--- config.mk ---
export PLATFORM = sky130hd
export DESIGN_NAME = tile_map_server_flat
export DESIGN_NICKNAME = d
export VERILOG_FILES = /design/src/rtl/tile_map_server_if.sv /design/src/rtl/tile_map_server.sv /design/src/flat_wrapper.sv
export SDC_FILE = /design/constraint.sdc
export NUM_CORES = 1
export LEC_CHECK = 0
export CELL_PAD_IN_SITES_DETAIL_PLACEMENT = 0
export CELL_PAD_IN_SITES_GLOBAL_PLACEMENT = 1
export CORE_ASPECT_RATIO = 1.75
export CORE_MARGIN = 1.5
export CORE_UTILIZATION = 51
export CTS_CLUSTER_SIZE = 30
export DETAILED_ROUTE_END_ITERATION = 8
export PLACE_DENSITY = 0.89
export SLEW_MARGIN = 10
export SYNTH_ARGS = -nofsm -noshare
export SYNTH_HDL_FRONTEND = slang
export SYNTH_SLANG_ARGS = --single-unit
--- constraint.sdc ---
create_clock -name clk -period 2.8 [get_ports clk]
set_clock_uncertainty 0.2 [all_clocks]
set_input_delay 0.56 -clock clk [delete_from_list [all_inputs] [get_ports clk]]
set_output_delay 0.56 -clock clk [all_outputs]
set_load 0.05 [all_outputs]
--- src/rtl/tile_map_server_if.sv ---
// Collision query + map load bus between resolver/loader (master) and tile_map_server (slave).
interface tile_map_server_if;
  logic [9:0] x;
  logic [9:0] y;
  logic       blockType;
  logic       load_start;
  logic       load_valid;
  logic [7:0] load_data;
  logic       load_ready;
  logic       map_loaded;

  modport master (
    output x, y, load_start, load_valid, load_data,
    input  blockType, load_ready, map_loaded
  );

  modport slave (
    input  x, y, load_start, load_valid, load_data,
    output blockType, load_ready, map_loaded
  );
endinterface

--- src/rtl/tile_map_server.sv ---
// 20x15 tile map (32-px tiles) with 1-cycle solid/empty query and byte-stream load FSM.
// Optional: define TILE_MAP_BORDER_EN to force the outer ring of tiles solid.
module tile_map_server (
  input  logic             clk,
  input  logic             rst_n,
  tile_map_server_if.slave bus
);
  localparam int TILES = 300;
  localparam logic [5:0] LAST_BYTE = 6'd37;

  typedef enum logic [1:0] {EMPTY, LOAD, READY} state_t;

  state_t           st_q;
  logic [5:0]       cnt_q;
  logic             load_ready_q, map_loaded_q, blk_q;
  logic [TILES-1:0] map_q;

  logic [4:0] col, row;
  logic [8:0] idx;
  logic       oob, border, tile_bit, accept;

  assign col = bus.x[9:5];
  assign row = bus.y[9:5];
  assign oob = (bus.x >= 10'd640) || (bus.y >= 10'd480);
  // row*20 + col as row*16 + row*4 + col; only meaningful when in bounds
  assign idx = {row, 4'b0} + {2'b0, row, 2'b0} + {4'b0, col};
  assign tile_bit = oob ? 1'b1 : map_q[idx];

`ifdef TILE_MAP_BORDER_EN
  assign border = (col == 5'd0) || (col == 5'd19) || (row == 5'd0) || (row == 5'd14);
`else
  assign border = 1'b0;
`endif

  // A restart pulse wins over a byte presented in the same cycle
  assign accept = (st_q == LOAD) && bus.load_valid && !bus.load_start;

  always_ff @(posedge clk or negedge rst_n) begin
    if (!rst_n) blk_q <= 1'b1;
    else        blk_q <= !map_loaded_q || oob || border || tile_bit;
  end

  always_ff @(posedge clk or negedge rst_n) begin
    if (!rst_n) begin
      st_q         <= EMPTY;
      cnt_q        <= '0;
      load_ready_q <= 1'b0;
      map_loaded_q <= 1'b0;
    end else begin
      case (st_q)
        EMPTY, READY: begin
          if (bus.load_start) begin
            st_q         <= LOAD;
            cnt_q        <= '0;
            load_ready_q <= 1'b1;
            map_loaded_q <= 1'b0;
          end
        end
        LOAD: begin
          if (bus.load_start) begin
            cnt_q <= '0;
          end else if (accept) begin
            if (cnt_q == LAST_BYTE) begin
              st_q         <= READY;
              cnt_q        <= '0;
              load_ready_q <= 1'b0;
              map_loaded_q <= 1'b1;
            end else begin
              cnt_q <= cnt_q + 6'd1;
            end
          end
        end
        default: begin
          st_q         <= EMPTY;
          cnt_q        <= '0;
          load_ready_q <= 1'b0;
          map_loaded_q <= 1'b0;
        end
      endcase
    end
  end

  // Byte k lands on tiles 8k..8k+7; the padding bits past tile 299 have no storage
  always_ff @(posedge clk or negedge rst_n) begin
    if (!rst_n) begin
      map_q <= '0;
    end else begin
      for (int t = 0; t < TILES; t++) begin
        if (accept && (cnt_q == 6'(t / 8)))
          map_q[t] <= bus.load_data[3'(t % 8)];
      end
    end
  end

  assign bus.blockType  = blk_q;
  assign bus.load_ready = load_ready_q;
  assign bus.map_loaded = map_loaded_q;
endmodule

--- src/flat_wrapper.sv ---
// flat-port wrapper written by rule: the top's interface ports become plain ports
module tile_map_server_flat 
  (clk, rst_n, bus_x, bus_y, bus_load_start, bus_load_valid, bus_load_data, bus_blockType, bus_load_ready, bus_map_loaded);
  tile_map_server_if bus_i ();
  input  logic clk;
  input  logic rst_n;
  input wire logic [$bits(bus_i.x)-1:0] bus_x;
  input wire logic [$bits(bus_i.y)-1:0] bus_y;
  input wire logic [$bits(bus_i.load_start)-1:0] bus_load_start;
  input wire logic [$bits(bus_i.load_valid)-1:0] bus_load_valid;
  input wire logic [$bits(bus_i.load_data)-1:0] bus_load_data;
  output wire logic [$bits(bus_i.blockType)-1:0] bus_blockType;
  output wire logic [$bits(bus_i.load_ready)-1:0] bus_load_ready;
  output wire logic [$bits(bus_i.map_loaded)-1:0] bus_map_loaded;
  assign bus_i.x = bus_x;
  assign bus_i.y = bus_y;
  assign bus_i.load_start = bus_load_start;
  assign bus_i.load_valid = bus_load_valid;
  assign bus_i.load_data = bus_load_data;
  assign bus_blockType = bus_i.blockType;
  assign bus_load_ready = bus_i.load_ready;
  assign bus_map_loaded = bus_i.map_loaded;
  tile_map_server u_core (.clk(clk), .rst_n(rst_n), .bus(bus_i));
endmodule
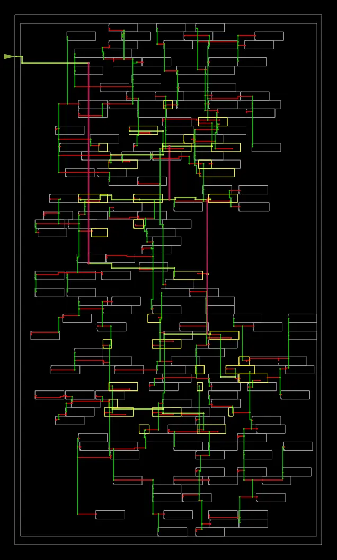
clocks.png
worst skew pair latency: 0.42 ns
number of buffers created by CTS: 17

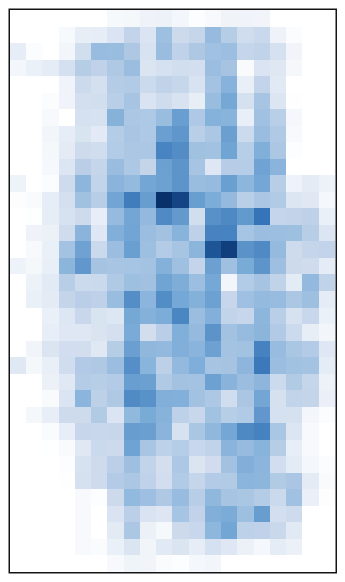
metal_density.png
The die is cut into 20 by 34 equal tiles; white is low, dark blue is high, scaled to the fullest tile. Values are wire area over tile area, all layers added.
tiles over half the peak: 10%
nearly empty tiles: 19%
mean over tiles: 0.18
emptiest ninth of the die: bottom left
fullest tile: 0.76
global router's overall resource usage: 24.5%
Final Routed Wirelength: 19.0 mm
routed wire length per instance: 22.5 microns

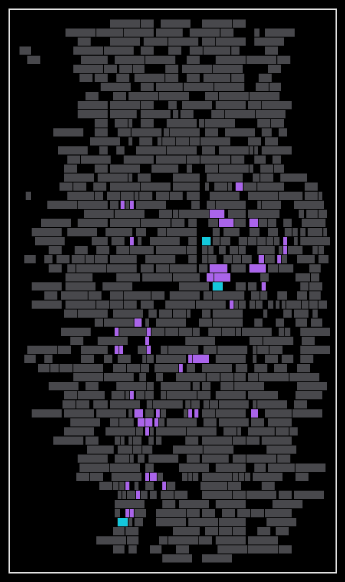
logic_types.png
| color | family | cells | most used |
|---|---|---|---|
| cyan | AND-OR and OR-AND gates | 3 | a22o_1 |
| purple | NOR gates | 44 | nor2_1 |

==> impl_metrics.ini <==
; physical design summary
[sta]
final-setup-viol-count = 1
maxSlewHeadroom_pct = 55.6
worst-slew-pin-transition_ns = 0.666
post_route_setup_slack_ns = -0.0505

[layout]
postLayoutCellArea_sq_um = 9380
antenna-diode-count = 0
num-nonclk-buffers = 74
net_count_reported_at_finish = 692
comb_area_share_pct = 40.9
post_layout_nonfiller_instances = 844
synthToLayoutAreaGrowth_pct = 17.3

[yosys]
post-synth-top-count-cell = sky130_fd_sc_hd__dfrtp_1
xor_xnor_fraction_of_synth_area_pct = 0.548
post_synth_ao_oa_area_fraction_pct = 4.43
syn-num-nets = 636
ys_sh_simple_pct = 7.15
yosys_warnings = 0

[route]
vias_per_cell = 6.18
detail-route-antenna-nets = 0
drt_iter0_drc = 303

[worst_setup_path]
worst_ep_arrival_time_ns = 2.98
worstRegToRegCells = 4
path_class = in2reg
timing.critical_path.buf_inv = 2
crit_family = adder cells
rrSetupSlack_ns = 0.55

[outcome]
status = finished, violations left
violations = setup timing

[clock_tree]
cts-root-buf = sky130_fd_sc_hd__clkbuf_16

[floorplanning]
core-area_sq_um = 15400

[place]
numPlacedInstances = 806

[power_and_ir_drop]
clk-power_mw = 2.26
total_power_mw = 5.72

[hold_path]
hold_depth = 1
worst_hold_path_type = reg2reg

[global_route]
gr-total-overflow = 0
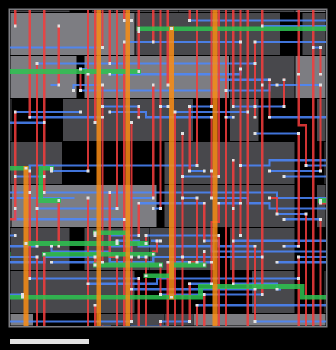
detail.png
Bar = 5 microns. Window x 39 to 59, y 108 to 128 microns. Cells in gray, sequential cells in the stronger gray; small squares are vias.
| color | layer |
|---|---|
| orange | metal 4 |
| red | metal 2 |
| green | metal 3 |
| blue | metal 1 |
sequential cells in the window: 3
netlist names of flops here include: u_core.map_q (3)
cells with their middle in the window: 16
most frequent: mux2_2 (6), mux4_2 (3), dfrtp_1 (3)

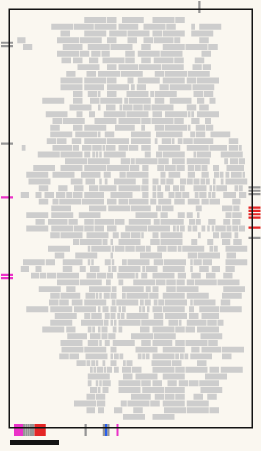
io_placement.png
Bar = 20 microns. Pins as bars across the die edge, other pins in gray.
| color | port | pins | direction | edge |
|---|---|---|---|---|
| blue | bus_load_ready | 1 | output | bottom |
| magenta | bus_load_data | 8 | input | 5 bottom, 3 left |
| red | bus_y | 10 | input | 5 bottom, 5 right |
all pins by edge: 19 bottom, 9 right, 6 left, 1 top
Port-buffer cells: 20
Die Ht: 169 microns
overall die width: 97.6 microns

[worst register-to-register path, cell delays in order, from the launching register on]
cell,delay [ns]
sky130_fd_sc_hd__dfrtp_1,0.43
sky130_fd_sc_hd__ha_1,0.19
sky130_fd_sc_hd__nor3b_1,0.56
sky130_fd_sc_hd__nor2b_1,0.39
sky130_fd_sc_hd__mux2_2,0.38
[layout by cell type, fill, tap and decap left out, types with 6 or more instances in the layout]
master,instances
sky130_fd_sc_hd__clkbuf_16,17
sky130_fd_sc_hd__o21ai_0,13
sky130_fd_sc_hd__nand2b_1,7
sky130_fd_sc_hd__nand3_1,15
sky130_fd_sc_hd__clkdlybuf4s50_1,11
sky130_fd_sc_hd__mux2_2,154
sky130_fd_sc_hd__buf_4,45
sky130_fd_sc_hd__buf_12,6
sky130_fd_sc_hd__a21oi_1,7
sky130_fd_sc_hd__a22oi_1,6
sky130_fd_sc_hd__dfrtp_1,160
sky130_fd_sc_hd__nor2b_1,6
sky130_fd_sc_hd__mux4_2,32
sky130_fd_sc_hd__nor2_1,28
sky130_fd_sc_hd__mux2i_1,8
sky130_fd_sc_hd__inv_1,8
sky130_fd_sc_hd__ha_1,10
sky130_fd_sc_hd__nand2_1,29
[layer usage]
metal | routed length, microns | GRT usage (%) | up-vias
met4 | 951 | 13.3 | 0
met3 | 620 | 4.38 | 51
met2 | 10100 | 42.7 | 129
li1 | - | - | 2289
met5 | 0 | 0 | -
met1 | 7330 | 28.4 | 2743
[kinds of logic after synthesis]
| group | Yosys count |
|---|---|
| buf+inv | 47 |
| mux | 195 |
| simple gates | 114 |
| fa+ha+maj | 15 |
| flops | 161 |
| xor+xnor | 5 |
| compound gates | 52 |
